run_1/pdn.png
(4 px per um) Pins as bars on the die edge. Tap cells in grey.
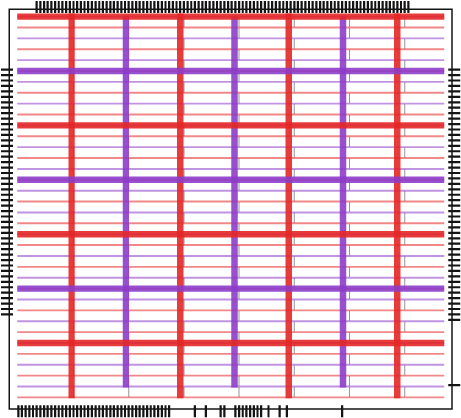
run_1/cell_classes.png
(4 px per um) Fill, decap, tap and diode cells in grey.
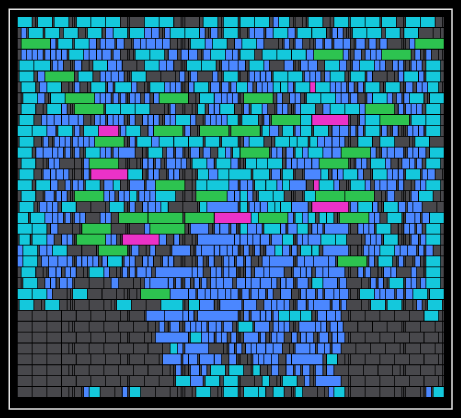
run_1/clock_map.png
(3 px per um)
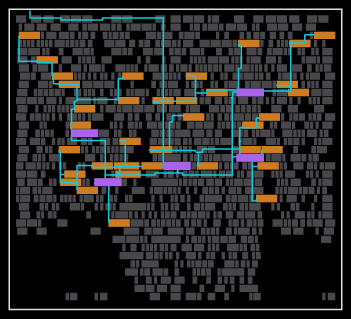
run_1/metal_stack.png
(4 px per um)
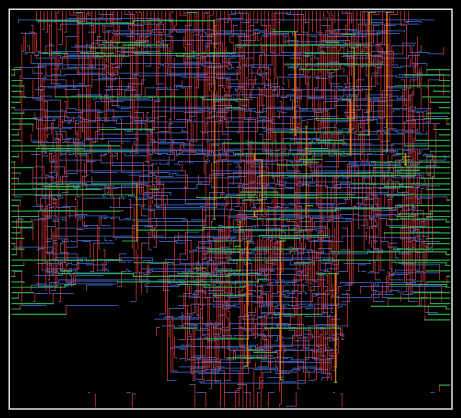
File: src/rtl/rtr_out_arbiter.sv
// rtl/rtr_out_arbiter.sv - round-robin output-port arbiter with one-entry output register
// Optional macro ARB_LOCAL_PRIO_EN: input 0 has strict priority, round-robin among inputs 1..NUM_IN-1.
module rtr_out_arbiter #(
    parameter int          NUM_IN  = 5,
    parameter int          pckg_sz = 40,
    parameter logic [7:0]  NODE_ID = 8'h00
) (
    input  logic                      clk,
    input  logic                      reset,
    input  logic [NUM_IN-1:0]         pndng_in,
    input  logic [NUM_IN*pckg_sz-1:0] data_in,
    output logic [NUM_IN-1:0]         pop,
    output logic                      pndng_out,
    output logic [pckg_sz-1:0]        data_out,
    input  logic                      popin
);
    localparam int PW = $clog2(NUM_IN);

    typedef enum logic {
        EMPTY = 1'b0,
        FULL  = 1'b1
    } state_t;

    state_t               state_q, state_d;
    logic [PW-1:0]        ptr_q, ptr_d;
    logic [pckg_sz-1:0]   data_q, data_d;
    logic [pckg_sz-1:0]   sel_pkt;
    logic                 found;
    logic [PW-1:0]        grant_idx;
    logic [PW-1:0]        cand;
    logic                 can_grant;
    int                   idx;

    // Winner search: first pending input after the last grant, wrapping around.
    always_comb begin
        found     = 1'b0;
        grant_idx = '0;
        idx       = 0;
        cand      = '0;
`ifdef ARB_LOCAL_PRIO_EN
        if (pndng_in[0]) begin
            found     = 1'b1;
            grant_idx = '0;
        end else begin
            for (int k = 1; k < NUM_IN; k++) begin
                idx = int'(ptr_q) + k;
                if (idx >= NUM_IN) begin
                    idx = idx - (NUM_IN - 1);
                end
                cand = PW'(idx);
                if (!found && pndng_in[cand]) begin
                    found     = 1'b1;
                    grant_idx = cand;
                end
            end
        end
`else
        for (int k = 1; k <= NUM_IN; k++) begin
            idx = int'(ptr_q) + k;
            if (idx >= NUM_IN) begin
                idx = idx - NUM_IN;
            end
            cand = PW'(idx);
            if (!found && pndng_in[cand]) begin
                found     = 1'b1;
                grant_idx = cand;
            end
        end
`endif
    end

    always_comb begin
        state_d = state_q;
        ptr_d   = ptr_q;
        data_d  = data_q;
        pop     = '0;
        sel_pkt = '0;
        for (int i = 0; i < NUM_IN; i++) begin
            if (grant_idx == PW'(i)) begin
                sel_pkt = data_in[i*pckg_sz +: pckg_sz];
            end
        end
        // A slot opens when empty, or when the held packet leaves this cycle.
        can_grant = (state_q == EMPTY) || popin;
        if (!reset && can_grant && found) begin
            pop[grant_idx]           = 1'b1;
            data_d                   = sel_pkt;
            data_d[pckg_sz-1 -: 8]   = NODE_ID;
            state_d                  = FULL;
`ifdef ARB_LOCAL_PRIO_EN
            if (grant_idx != '0) begin
                ptr_d = grant_idx;
            end
`else
            ptr_d = grant_idx;
`endif
        end else if (state_q == FULL && popin) begin
            state_d = EMPTY;
        end
    end

    always_ff @(posedge clk) begin
        if (reset) begin
            state_q <= EMPTY;
            ptr_q   <= PW'(NUM_IN - 1);
            data_q  <= '0;
        end else begin
            state_q <= state_d;
            ptr_q   <= ptr_d;
            data_q  <= data_d;
        end
    end

    assign pndng_out = (state_q == FULL) && !reset;
    assign data_out  = reset ? '0 : data_q;

endmodule

File: config.mk
export PLATFORM = sky130hd
export DESIGN_NAME = rtr_out_arbiter
export DESIGN_NICKNAME = d
export VERILOG_FILES = /design/src/rtl/rtr_out_arbiter.sv
export SDC_FILE = /design/constraint.sdc
export NUM_CORES = 1
export LEC_CHECK = 0
export ABC_AREA = 1
export CAP_MARGIN = 15
export CORE_ASPECT_RATIO = 0.9
export CORE_MARGIN = 1.5
export CORE_UTILIZATION = 38
export DETAILED_ROUTE_END_ITERATION = 12
export GPL_TIMING_DRIVEN = 0
export PLACE_DENSITY = 0.83
export SETUP_SLACK_MARGIN = 0.4
export SLEW_MARGIN = 10
export SYNTH_ARGS = -nofsm -noshare
export SYNTH_HDL_FRONTEND = slang
export SYNTH_SLANG_ARGS = --single-unit
export TNS_END_PERCENT = 30
File: constraint.sdc
create_clock -name clk -period 5.3 [get_ports clk]
set_input_delay 1.59 -clock clk [delete_from_list [all_inputs] [get_ports clk]]
set_output_delay 1.59 -clock clk [all_outputs]
set_load 0.01 [all_outputs]
==> results.toml, run 1 <==
# physical design summary
[floorplanning]
n_tap_cell = 129

[critical_path]
cp-end-kind = "output pin"
r2r_cells = 26
crit_end = "pndng_out"

[cells_and_area]
sh_seq_area_pct = 10.9
seqCellArea_um2 = 729
comb_cells = 544
fin_area_mm2 = 0.00672
fillers = 912
buffer_area_share_pct = 37.6

[routing]
drt_iter0_markers = 493

[sta]
final.setup.worst_slack_ps = 412
period_used_pct = 92.2
min_period_ps = 4890
clock.fmax_mhz = 205

[cts]
cts_tree = "yes"
post_cts_resized = 91
cts_hold_buf = 0

[place]
dpl_worst_slack_ps = -783
placed_area_mm2 = 0.00618

[global_route]
gr-total-overflow = 0

[yosys]
edf_count = 0
synthesis.area_mm2 = 0.00394

[status]
status = "finished clean"
About pdn.png:
net	colour
VSS	red
VDD	purple
met1 rails	36
met4 straps	7

About cell_classes.png:
class	colour	cells	share of their area
clock drivers and dummy loads	magenta	8	2.2%
other buffers and delay cells	cyan	275	38%
all other logic	blue	646	48%
flops	green	36	11%

About clock_map.png:
[cells driving clock nets] purple | count: 5
[clock wires] cyan | length: 583 um
[flip-flops] orange | count: 36
routed clock nets	6
skew final: 6.00 ps
Skew-Pair Late Insertion Delay: 290 ps

About metal_stack.png:
layer	colour	wire length
met3	green	1830 um
met1	blue	6960 um
met4	orange	340 um
met2	red	7930 um

[run 1: metal layers]
metal | share of wire, % | track usage (%) | routed length (um)
met1 | 41 | 39.6 | 6960
met2 | 47 | 48.1 | 7930
met3 | 11 | 8.13 | 1830
met4 | 2.0 | 8.58 | 339
met5 | 0 | 0 | 0
[run 1: through the flow]
stage | hold slack [ps]
2_1_floorplan | 531
3_3_place_gp | 502
4_1_cts | 518
5_1_grt | 552
3_5_place_dp | 509
6_report | 517
[run 1: critical path, stage by stage]
cell             delay, ps
clkdlybuf4s50_1        430
clkbuf_2               230
clkbuf_2               260
nor2_1                 220
clkdlybuf4s50_1        570
[run 1: placed cells by master (no fill, tap or decap), drive strengths merged, types with 3 or more instances in the layout]
cell / count
o211ai: 4
buf: 75
a21oi: 3
nor3: 3
inv: 92
nand4: 39
dfxtp: 36
clkdlybuf4s50: 195
o21ai: 17
clkbuf: 13
nand3: 134
nand2: 242
clkinv: 10
ha: 10
nor2: 77
conb: 8
[run 1: logic make-up after synthesis]
family,after synthesis,synth area share (%)
and+or+nand+nor,498,56.8
buffers and inverters,149,16.9
adders and majority gates,11,3.69
other,1,0.0952
DFF,36,18.3
AOI/OAI and AO/OA,26,4.07
xor gates and xnor gates,1,0.222
[run 1: flip-flops by register name, indices dropped and copies added, names as in the netlist]
register	cells
data_q	32
state_q	1
ptr_q	3
run_1/final_congestion.png
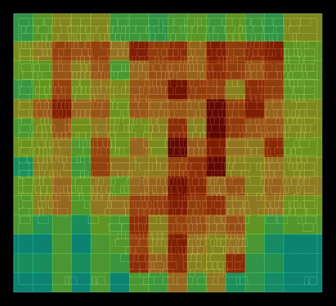

## Run 2: what changed since run 1
--- a/config.mk
+++ b/config.mk
@@ -11,9 +11,9 @@
 export CORE_MARGIN = 1.5
 export CORE_UTILIZATION = 38
 export DETAILED_ROUTE_END_ITERATION = 12
-export GPL_TIMING_DRIVEN = 0
 export PLACE_DENSITY = 0.83
 export SETUP_SLACK_MARGIN = 0.4
+export SKIP_LAST_GASP = 1
 export SLEW_MARGIN = 10
 export SYNTH_ARGS = -nofsm -noshare
 export SYNTH_HDL_FRONTEND = slang
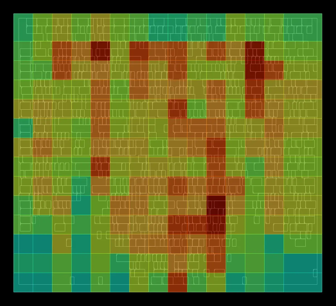
run_2/final_congestion.png
core occupancy in the finished layout: 63.8%
met2 GRT Util: 44.9%
met1 GRT Util: 34.0%
grt met3 use: 5.50%

==> run 2 against run 1 <==
Effect of this change: routed wire length fell by 11%; flip-flop count did not move; critical path depth rose by 12; area after synthesis did not move; cell count fell by 2.5%; clock skew fell by 0.95 ps; synthesized cell count did not move; clock-buffer cell count did not move; critical path type unchanged.
==> results.toml, run 2 <==
# physical design summary
[cts]
clk_latency_ps = 280
cts_hold_buf = 0
cts_tree = "yes"

[routing]
wl_met1_mm = 6.45
wl_met2_mm = 7.27

[sta]
period_used_pct = 91.5
final.setup.worst_slack_ps = 448
min_period_ps = 4850
holdWs_ps = 516

[cells_and_area]
regMostFlops = "data_q"
final_cell_mix = "nand2_1 (229), clkdlybuf4s50_1 (195), nand3_1 (119), inv_1 (75), nor2_1 (71)"
mostFrequentLayoutCell = "nand2_1"

[status]
status = "finished clean"

[critical_path]
cp_slowest_stage_delay_ps = 190
path_cells = "buf_2 > inv_2 > nand3_2 > nand3_2 > nand2_2 > nand2_2 > nand2_4 > buf_6 > nor3_4 > buf_4 > nand2_1 > nor2_2 > a21oi_4 > inv_2 > nand2_2 > inv_2 > buf_6"

[yosys]
synthAoiAreaFrac_pct = 4.07
edf_count = 0
adder_share_pct = 3.69
xor_share_pct = 0.222
## run 2: critical path: cells and delay by family
kind | cells | cell delay, ps
AOI/OAI and AO/OA | 1 | 50
and+or+nand+nor | 9 | 890
buffers and inverters | 7 | 720
## run 2: area by class of cell
type	count	area (um2)	share of cell area, %
Timing Repair Buffer	248	2340	36.2
Tap cell	129	161	2.49
Inverter	102	388	5.98
Sequential cell	36	726	11.2
Multi-Input combinational cell	544	2720	41.9
Clock buffer	8	146	2.26
## run 2: routing by layer
metal | global-route usage, % | vias up
li1 | - | 2709
met2 | 44.9 | 198
met5 | 0 | -
met3 | 5.50 | 20
met1 | 34.0 | 2335
met4 | 6.31 | 0
## run 2: worst min path at each step
stage / startpoint / slack, ps / end / depth (start not counted)
CTS: data_q[23] / 520 / data_q[23] / 4
global route: data_q[4] / 530 / data_q[4] / 4
detailed placement: data_q[23] / 510 / data_q[23] / 4
floorplan: data_q[12] / 530 / data_q[12] / 4
finish: data_q[13] / 520 / data_q[13] / 4
global placement: data_q[8] / 500 / data_q[8] / 4
## run 2: repair_timing
item                       CTS  global route
gates resized               56            31
pin swaps                   10            19
buffers inserted             7             8
setup endpoints to repair    5             5
## run 2: logic make-up after synthesis
| group | Yosys count |
|---|---|
| AND-OR/OR-AND | 26 |
| buffers and inverters | 149 |
| flip-flops | 36 |
| AND/OR/NAND/NOR | 498 |
| adder cells (fa/ha/maj) | 11 |
| XOR/XNOR | 1 |
| other | 1 |
## run 2: through the flow
stage	TNS (ps)	area (um2)
CTS	0	6360
finish	0	6480
floorplan	0	3960
detailed placement	-1480	6120
global route	0	6480
global placement	-1540	6120
## Run 3: what changed since run 2
--- a/config.mk
+++ b/config.mk
@@ -6,7 +6,7 @@
 export NUM_CORES = 1
 export LEC_CHECK = 0
 export ABC_AREA = 1
-export CAP_MARGIN = 15
+export CAP_MARGIN = 20
 export CORE_ASPECT_RATIO = 0.9
 export CORE_MARGIN = 1.5
 export CORE_UTILIZATION = 38
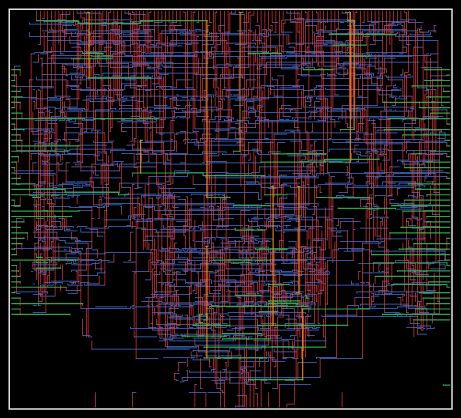
run_3/metal_stack.png
(4 px per um)
layer	colour	wire length
met2	red	7270 um
met3	green	1190 um
met1	blue	6450 um
met4	orange	275 um
final wirelength: 15.2 mm
vias after detailed routing: 5262

==> run 3 against run 2 <==
Effect of this change: cell area unchanged; via count unchanged; synthesized cell count unchanged; sequential share of layout area unchanged; critical path depth unchanged; highest routed layer unchanged.
==> results.toml, run 3 <==
# physical design summary
[status]
status = "finished clean"

[cells_and_area]
logic_area_mm2 = 0.00272
mostFrequentLayoutCell = "nand2_1"
utilization_pct = 63.8
fin_area_mm2 = 0.00648

[yosys]
synthAoiAreaFrac_pct = 4.07
syn_inst = 722
xor_share_pct = 0.222
yosys-stat-cells = 722
edf_count = 0

[place]
placed_area_mm2 = 0.00612

[cts]
cts_hold_buf = 0
cts_setup_buffers = 7
clk_latency_ps = 280
cts_tree = "yes"
post_cts_resized = 56

[critical_path]
path_cells = "buf_2 > inv_2 > nand3_2 > nand3_2 > nand2_2 > nand2_2 > nand2_4 > buf_6 > nor3_4 > buf_4 > nand2_1 > nor2_2 > a21oi_4 > inv_2 > nand2_2 > inv_2 > buf_6"
cp_slowest_stage_delay_ps = 190

[sta]
min_period_ps = 4850
holdWs_ps = 516
final.setup.worst_slack_ps = 448
==> run 3: cell type report <==
class,instances,area share [%]
inverter,102,5.98
tap,129,2.49
multi-input combinational,544,41.9
sequential,36,11.2
clock buffer,8,2.26
timing repair buffer,248,36.2
==> run 3: cells by family (layout without fill, tap and decap cells) <==
group	after synthesis	count (layout)
AOI/OAI and AO/OA	26	26
xor gates and xnor gates	1	1
adders and majority gates	11	11
buffers and inverters	149	358
DFF	36	36
other	1	8
and+or+nand+nor	498	498
==> run 3: routing by layer <==
| layer | share of wire [%] | global-route usage, % | routed length [um] | vias to the layer above |
|---|---|---|---|---|
| met1 | 42 | 34.0 | 6450 | 2335 |
| met2 | 48 | 44.9 | 7270 | 198 |
| met5 | 0 | 0 | 0 | - |
| met3 | 7.8 | 5.50 | 1190 | 20 |
| met4 | 1.8 | 6.31 | 274 | 0 |
| li1 | - | - | - | 2709 |
==> run 3: worst min path at each step <==
stage / depth (start not counted) / end / from
2_1_floorplan: 4 / data_q[12] / data_q[12]
3_3_place_gp: 4 / data_q[8] / data_q[8]
3_5_place_dp: 4 / data_q[23] / data_q[23]
4_1_cts: 4 / data_q[23] / data_q[23]
5_1_grt: 4 / data_q[4] / data_q[4]
6_report: 4 / data_q[13] / data_q[13]
==> run 3: worst max-delay path: cells and delay by family <==
family	cells	cell delay, ps
buffers and inverters	7	720
AND-OR/OR-AND	1	50
AND/OR/NAND/NOR	9	890
